### Clock nets, run 1

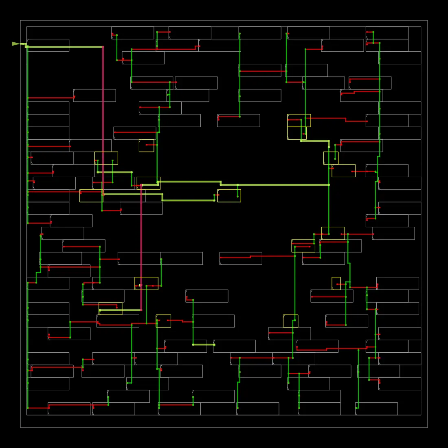
### Met3 routing, run 1

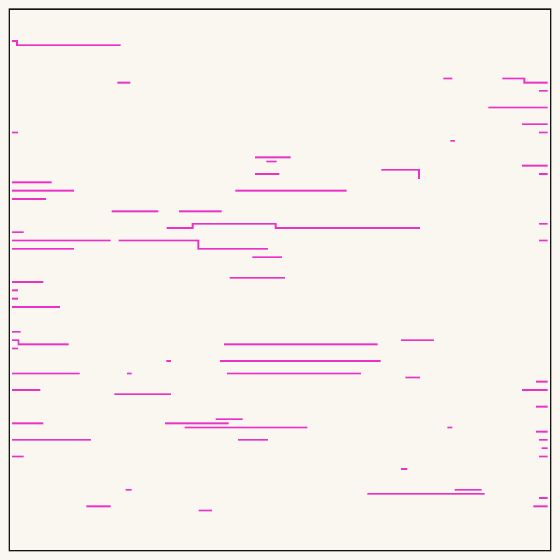
### Routed metal, one colour a layer, run 1

The bar under the picture is 20 um long. Only two layers are drawn.
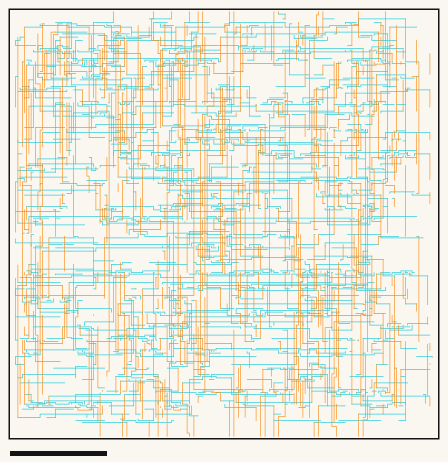
--- src/rtl/clock_period_meter.sv ---
// clock_period_meter: period and high-time meter for a slow asynchronous clock, in iclk cycles.
// Optional lock detector is built only when CLKMEAS_LOCK_EN is defined.
module clock_period_meter #(
  parameter int CNT_W       = 32,
  parameter int TIMEOUT     = 1_000_000,
  parameter int SYNC_STAGES = 2,
  parameter int LOCK_TOL    = 2
) (
  input  logic             iclk,
  input  logic             reset_n,
  input  logic             sclk,
  input  logic             meas_en,
  output logic [CNT_W-1:0] period,
  output logic [CNT_W-1:0] high_time,
  output logic             period_valid,
  output logic             timeout,
  output logic             locked
);

  if (SYNC_STAGES < 2 || TIMEOUT < 2 || LOCK_TOL < 0) begin : g_bad_param
    $error("clock_period_meter: illegal parameter value");
  end

  typedef enum logic [1:0] {
    IDLE,
    WAIT_EDGE,
    MEASURE
  } state_t;

  localparam logic [CNT_W-1:0] TO_LAST = CNT_W'(TIMEOUT - 1);

  state_t state, state_nx;

  logic [SYNC_STAGES-1:0] sync_q;
  logic                   hist_q;
  logic                   rise;
  logic                   fall;

  logic [CNT_W-1:0] count;
  logic [CNT_W-1:0] count_nx;
  logic [CNT_W-1:0] count_inc;
  logic [CNT_W-1:0] period_nx;
  logic [CNT_W-1:0] high_nx;
  logic             valid_nx;
  logic             to_nx;
  logic             at_last;

  always_ff @(posedge iclk or negedge reset_n) begin
    if (!reset_n) begin
      sync_q <= '0;
      hist_q <= 1'b0;
    end else begin
      sync_q <= {sync_q[SYNC_STAGES-2:0], sclk};
      hist_q <= sync_q[SYNC_STAGES-1];
    end
  end

  assign rise      = sync_q[SYNC_STAGES-1] & ~hist_q;
  assign fall      = ~sync_q[SYNC_STAGES-1] & hist_q;
  assign count_inc = count + CNT_W'(1);
  assign at_last   = (count == TO_LAST);

  always_comb begin
    state_nx  = state;
    count_nx  = count;
    period_nx = period;
    high_nx   = high_time;
    valid_nx  = 1'b0;
    to_nx     = timeout;
    if (!meas_en) begin
      state_nx = IDLE;
      count_nx = '0;
      to_nx    = 1'b0;
    end else begin
      unique case (state)
        IDLE: begin
          count_nx = '0;
          state_nx = WAIT_EDGE;
        end
        WAIT_EDGE: begin
          // first edge only aligns the measurement window
          if (rise) begin
            count_nx = '0;
            state_nx = MEASURE;
          end else if (at_last) begin
            to_nx    = 1'b1;
            count_nx = '0;
          end else begin
            count_nx = count_inc;
          end
        end
        MEASURE: begin
          count_nx = count_inc;
          if (fall) high_nx = count_inc;
          if (rise) begin
            period_nx = count_inc;
            valid_nx  = 1'b1;
            count_nx  = '0;
            to_nx     = 1'b0;
          end else if (at_last) begin
            to_nx    = 1'b1;
            count_nx = '0;
            state_nx = WAIT_EDGE;
          end
        end
        default: begin
          state_nx = IDLE;
          count_nx = '0;
        end
      endcase
    end
  end

  always_ff @(posedge iclk or negedge reset_n) begin
    if (!reset_n) begin
      state        <= IDLE;
      count        <= '0;
      period       <= '0;
      high_time    <= '0;
      period_valid <= 1'b0;
      timeout      <= 1'b0;
    end else begin
      state        <= state_nx;
      count        <= count_nx;
      period       <= period_nx;
      high_time    <= high_nx;
      period_valid <= valid_nx;
      timeout      <= to_nx;
    end
  end

`ifdef CLKMEAS_LOCK_EN
  logic             have_prev;
  logic             lock_upd;
  logic             lock_clr;
  logic             close;
  logic [CNT_W-1:0] diff;

  always_comb begin
    lock_upd = 1'b0;
    lock_clr = 1'b0;
    if (!meas_en) begin
      lock_clr = 1'b1;
    end else if (state == MEASURE) begin
      lock_upd = rise;
      lock_clr = !rise && at_last;
    end
  end

  assign diff  = (count_inc >= period) ? (count_inc - period)
                                       : (period - count_inc);
  assign close = (diff <= CNT_W'(LOCK_TOL));

  // lock needs a previous period from the same measurement session
  always_ff @(posedge iclk or negedge reset_n) begin
    if (!reset_n) begin
      have_prev <= 1'b0;
      locked    <= 1'b0;
    end else if (lock_clr) begin
      have_prev <= 1'b0;
      locked    <= 1'b0;
    end else if (lock_upd) begin
      have_prev <= 1'b1;
      locked    <= have_prev & close;
    end
  end
`else
  assign locked = 1'b0;
`endif

endmodule

--- config.mk ---
export PLATFORM = sky130hd
export DESIGN_NAME = clock_period_meter
export DESIGN_NICKNAME = d
export VERILOG_FILES = /design/src/rtl/clock_period_meter.sv
export SDC_FILE = /design/constraint.sdc
export NUM_CORES = 1
export LEC_CHECK = 0
export ABC_AREA = 1
export CAP_MARGIN = 10
export CORE_MARGIN = 1
export CORE_UTILIZATION = 63
export CTS_CLUSTER_DIAMETER = 30
export CTS_CLUSTER_SIZE = 28
export DETAILED_ROUTE_END_ITERATION = 12
export DONT_BUFFER_PORTS = 1
export MAX_ROUTING_LAYER = met4
export PLACE_DENSITY_LB_ADDON = 0.15
export SYNTH_ARGS = -nofsm -noshare
export SYNTH_HDL_FRONTEND = slang
export SYNTH_SLANG_ARGS = --single-unit
--- constraint.sdc ---
create_clock -name iclk -period 2.3 [get_ports iclk]
set_clock_uncertainty 0.2 [all_clocks]
set_input_delay 0.345 -clock iclk [delete_from_list [all_inputs] [get_ports iclk]]
set_output_delay 0.345 -clock iclk [all_outputs]
set_load 0.02 [all_outputs]
==> impl_metrics.json, run 1 <==
{
  "n_all_buffers": 6,
  "setup.worst_path.start": "count[0]",
  "critPathCapture": "count[9]",
  "ys_sh_adder": 0.0133,
  "openroad_warning_count": 33,
  "routed_wire_length_on_met3_um": 464,
  "first_global_vias": 3604,
  "comb-cell-share": 0.372,
  "crit-reg2reg-capture": "count[9]",
  "clock-root-buffer": "sky130_fd_sc_hd__clkbuf_8",
  "layout_worst_path_cycle_share": 0.941,
  "synthCells": 589,
  "ctsLongestPathBuffers": 2,
  "gr-usage-met1": 0.394,
  "fp_util": 0.652,
  "top_area_frac": 0.548,
  "synth_async_sr_flop_share": 1.00,
  "post_synth_and_or_nand_nor_area_fraction": 0.299,
  "antenna_found_initial": 0,
  "h-tree-depth": 3,
  "worstHoldPathType": "primary input to async pin",
  "synth.yosys.num_cells": 589,
  "detail_route.iter0.violations": 201,
  "die.size.x_um": 88.4,
  "critical_path.max_stage_delay_ns": 0.49,
  "post-place-ws_ns": 0.161,
  "logic_gates": 421,
  "overall_die_height_um": 88.4,
  "slew_viol_final": 0,
  "postSynthSeqShare": 0.548,
  "cts.hold.buffers_added": 2,
  "yosys_register_bits": 103,
  "gpl_wtd_cong": 1.01,
  "crit_path_start_kind": "register",
  "via_per_inst": 5.25,
  "place.detailed.hpwl_mm": 7.60,
  "finalCriticalPeriod_ns": 2.16,
  "pin_count_of_the_biggest_net_entering_global_routing": 104,
  "cp_max_fo": 19,
  "flop_area_um2": 2580,
  "ys_sh_mux": 0,
  "largest_registers": "count (32), high_time (32), period (32)",
  "clkTransAtPathRegs_ns": 0.10,
  "status": "finished with violations",
  "crit_chain": "ha_1 -> nand2_1 -> nor2_2 -> nand2_1 -> nor2_2 -> nand2_1 -> nand2_2 -> buf_12 -> nor2_1",
  "placed_cells_incl_taps": 676,
  "met1_length_mm": 4.81,
  "timing.rr.start": "count[0]",
  "nonClockInverterCount": 49,
  "vdd_ir_drop_max_mv": 0.473,
  "cp-end-kind": "register",
  "timing_worst_setup_path_type": "register to register",
  "wl_per_cell_um": 15.0,
  "portBuffers": 0,
  "yosysUniqueCellTypes": 26,
  "seq-cell-share": 0.516,
  "layout.area.top_class": "sequential cells",
  "max-cap-violations": 0,
  "fp.dieArea_um2": 7810,
  "worst_path_most_repeated_cell": "sky130_fd_sc_hd__nand2_1",
  "met2_usage": 0.480,
  "grt_setup_unrepaired": "false",
  "most-common-layout-cells": "sky130_fd_sc_hd__nand2_1, sky130_fd_sc_hd__dfrtp_1, sky130_fd_sc_hd__nor2_1",
  "area_delta_synth_final_pct": 6.28,
  "post_synth_tally_of_flip_flops_with_integrated_enable": 0,
  "reg2reg_slack_ns": 0.14,
  "ys.warnings.count": 0,
  "grt_most_used_layer": "met2",
  "syn_area_per_cell_um2": 7.98,
  "yosys_most_used_dff": "sky130_fd_sc_hd__dfrtp_1",
  "final_net_count": 599,
  "largest_area_cell": "sky130_fd_sc_hd__dfrtp_1",
  "aoi_share": 0.0586,
  "top_logic_kind": "simple AND/OR/NAND/NOR gates",
  "grt_first_pass_wirelength_mm": 17.2,
  "layout.filler_cells": 617,
  "clock_sinks": 103,
  "final.hold.worst_slack_ns": -0.531,
  "floorplan.tapcells": 99,
  "synth.area.top_cells": "sky130_fd_sc_hd__dfrtp_1, sky130_fd_sc_hd__nand2_1, sky130_fd_sc_hd__nor2_1",
  "violations": "negative hold slack",
  "worst_ep_arrival_time_ns": 2.20,
  "final-hold-violation-count": 103,
  "critPathTopFamily": "simple AND/OR/NAND/NOR gates",
  "clock_buffers_and_inverters_area_share": 0.0378,
  "core_area_um2": 7210,
  "crit_path_buf_inv_count": 1,
  "drt_pass1_iterations": 4,
  "non_clock_buffer_area_share": 0.0125,
  "worst-r2r-cell-count": 9,
  "fmax_ghz": 0.462,
  "drive_gt1_frac": 0.0639,
  "syn-cell-area_um2": 4700,
  "grtUsageMet3": 0.0560,
  "floorplan.io_pins": 71,
  "placementRows": 31,
  "layout.area.comb_um2": 1860,
  "dpl_cell_area_um2": 4790,
  "finalWorstSetupSlack_ns": 0.136,
  "finalSetupViolCount": 0,
  "route.antenna.remaining_nets": 0,
  "wl_met2_mm": 4.96,
  "most_popular_library_cell_in_the_synthesized_design_by_count": "sky130_fd_sc_hd__nand2_1",
  "maxSlewHeadroom": 0.491,
  "cellPowerDensity_nw_per_um2": 613,
  "fin_cells": 694,
  "drcViolationCount": 0,
  "timing.setup.tns_ns": 0,
  "worstPathRequired_ns": 2.33,
  "grt_usage": 0.302,
  "yosys_area_um2": 4700,
  "yosys_xor_share": 0.0242,
  "power_leakage_nw": 2.41,
  "total_power_mw": 3.06,
  "n_antenna_cell": 0,
  "synthTopCellsByCount": "sky130_fd_sc_hd__nand2_1, sky130_fd_sc_hd__dfrtp_1, sky130_fd_sc_hd__nor2_1"
}
About 'Clock nets':
clock buffer count in the final layout: 10
Seq cells: 103
Power Clock: 1.08 mW
Num CTS Buffers: 9
Insertion Delay late pin: 0.36 ns

About 'Met3 routing':
wire length on this layer = 465 um
main direction = horizontal
nets with wire on the layer = 61

About 'Routed metal, one colour a layer':
metal 2 -> orange  # wire length 4960 um
metal 1 -> cyan  # wire length 4810 um
via count: 3643
Routed Wire Length: 10.4 mm

-- run 1: worst min path at each step --
stage | slack [ns] | depth (start not counted) | start | endpoint
6_report | -0.53 | 0 | reset_n | period[8]
4_1_cts | -0.54 | 0 | reset_n | high_time[10]
2_1_floorplan | -0.15 | 0 | reset_n | count[0]
3_3_place_gp | -0.15 | 0 | reset_n | period[8]
5_1_grt | -0.56 | 0 | reset_n | period[8]
3_5_place_dp | -0.15 | 0 | reset_n | period[8]
-- run 1: where the power goes --
part	leakage, nW	internal, mW	switching (mW)
Sequential	1.43	1.83	0.0390
Combinational	0.878	0.0401	0.0765
Clock	0.0992	0.441	0.634
Total	2.41	2.31	0.750
-- run 1: timing repair --
action                    4_1_cts  5_1_grt
resized                         0        0
setup buffers                   0        0
hold endpoints to repair      105      103
==> run 2, diff against run 1 <==
CORE_MARGIN = 1.5   (was 1)
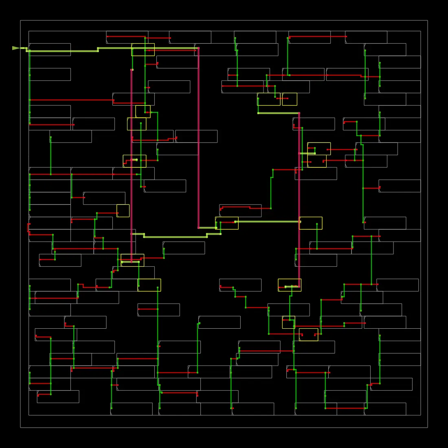
*Clock nets, run 2*
Insertion Delay late pin: 0.37 ns
Power Clock: 1.09 mW
clock buffer count in the final layout: 9
clock sinks: 103

==> run 2 against run 1 <==
  * The flow still finishes with violations (negative hold slack)
  * Count of clock-buffer cells in the layout decreased by 1
  * Register-to-register slack improved by 0.15 ns
  * Worst setup slack improved by 0.15 ns
  * Routed wire length increased by 5.4%
  * Synthesized area unchanged
  * Non-clock buffer count increased by 3
  * Final area increased by 0.48%
  * First-iteration DRC count increased by 11%
  * Clock power about the same
  * Combinational power about the same
  * Sequential share of layout area decreased by 0.24 points
  * Global-route usage increased by 0.53 points
  * Critical path type unchanged
  * Largest cell class unchanged
  * Largest power group unchanged
==> impl_metrics.json, run 2 <==
{
  "fin_cells": 697,
  "synth_async_sr_flop_share": 1.00,
  "cts.hold.buffers_added": 2,
  "status": "finished with violations",
  "pin_count_of_the_biggest_net_entering_global_routing": 104,
  "total_power_mw": 3.07,
  "n_antenna_cell": 0,
  "drive_gt1_frac": 0.0686,
  "crit_path_start_kind": "register",
  "worst_ep_arrival_time_ns": 2.08,
  "syn-cell-area_um2": 4700,
  "ctsLongestPathBuffers": 2,
  "critPathCapture": "count[17]",
  "cts.repair.resized": 0,
  "layout.area.top_class": "sequential cells",
  "place.detailed.hpwl_mm": 8.14,
  "post-place-ws_ns": 0.305,
  "max-cap-violations": 0,
  "yosys_most_used_dff": "sky130_fd_sc_hd__dfrtp_1",
  "area_delta_synth_final_pct": 6.79,
  "post_synth_tally_of_flip_flops_with_integrated_enable": 0,
  "synthTopCellsByCount": "sky130_fd_sc_hd__nand2_1, sky130_fd_sc_hd__dfrtp_1, sky130_fd_sc_hd__nor2_1",
  "finalWorstSetupSlack_ns": 0.283,
  "synth.area.top_cells": "sky130_fd_sc_hd__dfrtp_1, sky130_fd_sc_hd__nand2_1, sky130_fd_sc_hd__nor2_1",
  "yosysUniqueCellTypes": 26,
  "post-route-cell-area_um2": 5020,
  "worst-r2r-cell-count": 11,
  "worstPathRequired_ns": 2.37,
  "detail_route.iter0.violations": 224,
  "cts.repair_timing.setup_buffer_count": 0,
  "finalCriticalPeriod_ns": 2.02,
  "final_net_count": 602,
  "post_synth_and_or_nand_nor_area_fraction": 0.299,
  "most-common-layout-cells": "sky130_fd_sc_hd__nand2_1, sky130_fd_sc_hd__dfrtp_1, sky130_fd_sc_hd__nor2_1",
  "mostFrequentLayoutCell": "sky130_fd_sc_hd__nand2_1",
  "grt_usage": 0.307,
  "timing.critical_path.slowest_stage_cell": "sky130_fd_sc_hd__dfrtp_1",
  "route.vias.total": 3735,
  "synth.yosys.num_cells": 589,
  "non_clock_buffer_area_share": 0.0169,
  "critical_path.max_stage_delay_ns": 0.48,
  "logic_gates": 421,
  "aoi_share": 0.0586,
  "top_logic_kind": "simple AND/OR/NAND/NOR gates",
  "die.size.x_um": 89.4,
  "grt_first_pass_wirelength_mm": 17.5,
  "top_area_frac": 0.548,
  "n_all_buffers": 9,
  "overall_die_height_um": 89.4,
  "floorplan_nets": 598,
  "ys.warnings.count": 0,
  "crit-reg2reg-capture": "count[17]",
  "drcViolationCount": 0,
  "gpl_wtd_cong": 0.944,
  "openroad_warning_count": 33,
  "synthCells": 589,
  "grt_setup_unrepaired": "false",
  "placementRows": 31,
  "grt_overflow_total": 0,
  "timing.critical_path.depth": 11,
  "tritoncts": "yes",
  "ys_sh_adder": 0.0133,
  "finalSetupViolCount": 0,
  "largest_registers": "count (32), high_time (32), period (32)",
  "slew_viol_final": 0,
  "cp-end-kind": "register",
  "final-hold-violation-count": 103,
  "first_global_vias": 3588,
  "comb-cell-share": 0.370,
  "core_area_um2": 7250,
  "layout.filler_cells": 577,
  "floorplan.tapcells": 99,
  "dpl_cell_area_um2": 4810,
  "ys_sh_mux": 0,
  "crit_path_buf_inv_count": 3,
  "largest_area_cell": "sky130_fd_sc_hd__dfrtp_1",
  "portBuffers": 0,
  "final.hold.worst_slack_ns": -0.547,
  "flop_area_um2": 2580,
  "violations": "negative hold slack",
  "timing.rr.start": "count[0]",
  "yosys_xor_share": 0.0242,
  "placed_cells_incl_taps": 679,
  "worstHoldPathType": "primary input to async pin",
  "route.antenna.remaining_nets": 0,
  "timing_worst_setup_path_type": "register to register",
  "clock-root-buffer": "sky130_fd_sc_hd__clkbuf_8",
  "crit_chain": "ha_1 -> nand2_1 -> nor2_2 -> nand2_1 -> nor2_2 -> nand2_1 -> nand2_2 -> buf_4 -> inv_2 -> nand2_1 -> inv_1",
  "yosys_area_um2": 4700,
  "seq-cell-share": 0.513,
  "fp_util": 0.648,
  "nonClockInverterCount": 49,
  "via_per_inst": 5.36,
  "yosys_register_bits": 103,
  "postSynthSeqShare": 0.548,
  "layout_worst_path_cycle_share": 0.877,
  "power_leakage_nw": 2.41,
  "most_popular_library_cell_in_the_synthesized_design_by_count": "sky130_fd_sc_hd__nand2_1",
  "antenna_found_initial": 0,
  "clock_buffers_and_inverters_area_share": 0.0379,
  "h-tree-depth": 3,
  "timing.setup.tns_ns": 0,
  "vdd_ir_drop_max_mv": 0.399,
  "design.seq.count": 103,
  "finalCoreUtilization": 0.692,
  "floorplan.io_pins": 71,
  "setup.worst_path.start": "count[0]",
  "worst_path_most_repeated_cell": "sky130_fd_sc_hd__nand2_1",
  "fmax_ghz": 0.496,
  "fp.dieArea_um2": 7990,
  "wl_per_cell_um": 15.7,
  "cellPowerDensity_nw_per_um2": 612,
  "cp_max_fo": 11,
  "num_cts_buffers": 9,
  "drt_pass1_iterations": 5,
  "syn_area_per_cell_um2": 7.98,
  "wirelength_mm": 11.0,
  "layout.area.comb_um2": 1860,
  "clkTransAtPathRegs_ns": 0.11,
  "critPathTopFamily": "simple AND/OR/NAND/NOR gates",
  "reg2reg_slack_ns": 0.28
}
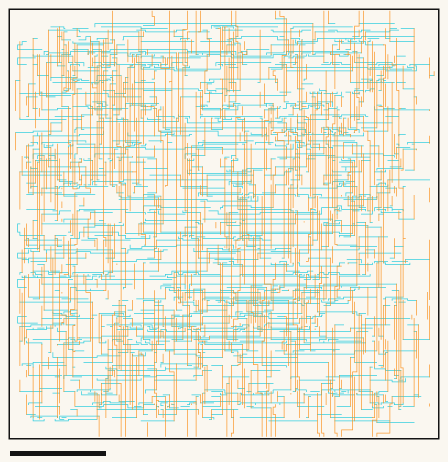
*Routed metal, one colour a layer, run 2*
The bar under the picture is 20 um long. Only two layers are drawn.
metal 2 -> orange  # wire length 5340 um
metal 1 -> cyan  # wire length 4900 um

## run 2: metal layers
metal,GRT usage,routed length (um)
met1,0.412,4900
met2,0.485,5340
met3,0.0452,539
met4,0.0979,201
met5,-,0
## run 2: worst min-delay path by stage
stage          slack [ns]     from       endpoint  depth (start not counted)
2_1_floorplan       -0.15  reset_n       count[0]                          0
3_3_place_gp        -0.15  reset_n  high_time[11]                          0
3_5_place_dp        -0.15  reset_n     period[10]                          0
4_1_cts             -0.56  reset_n       count[6]                          0
5_1_grt             -0.56  reset_n      period[5]                          0
6_report            -0.55  reset_n     period[10]                          0
## run 2: report_power, final
part,internal [mW],switching (mW)
logic,0.0373,0.0771
clock network,0.420,0.666
registers,1.83,0.0376
total,2.29,0.781
Power and IR drop assume default switching activity.
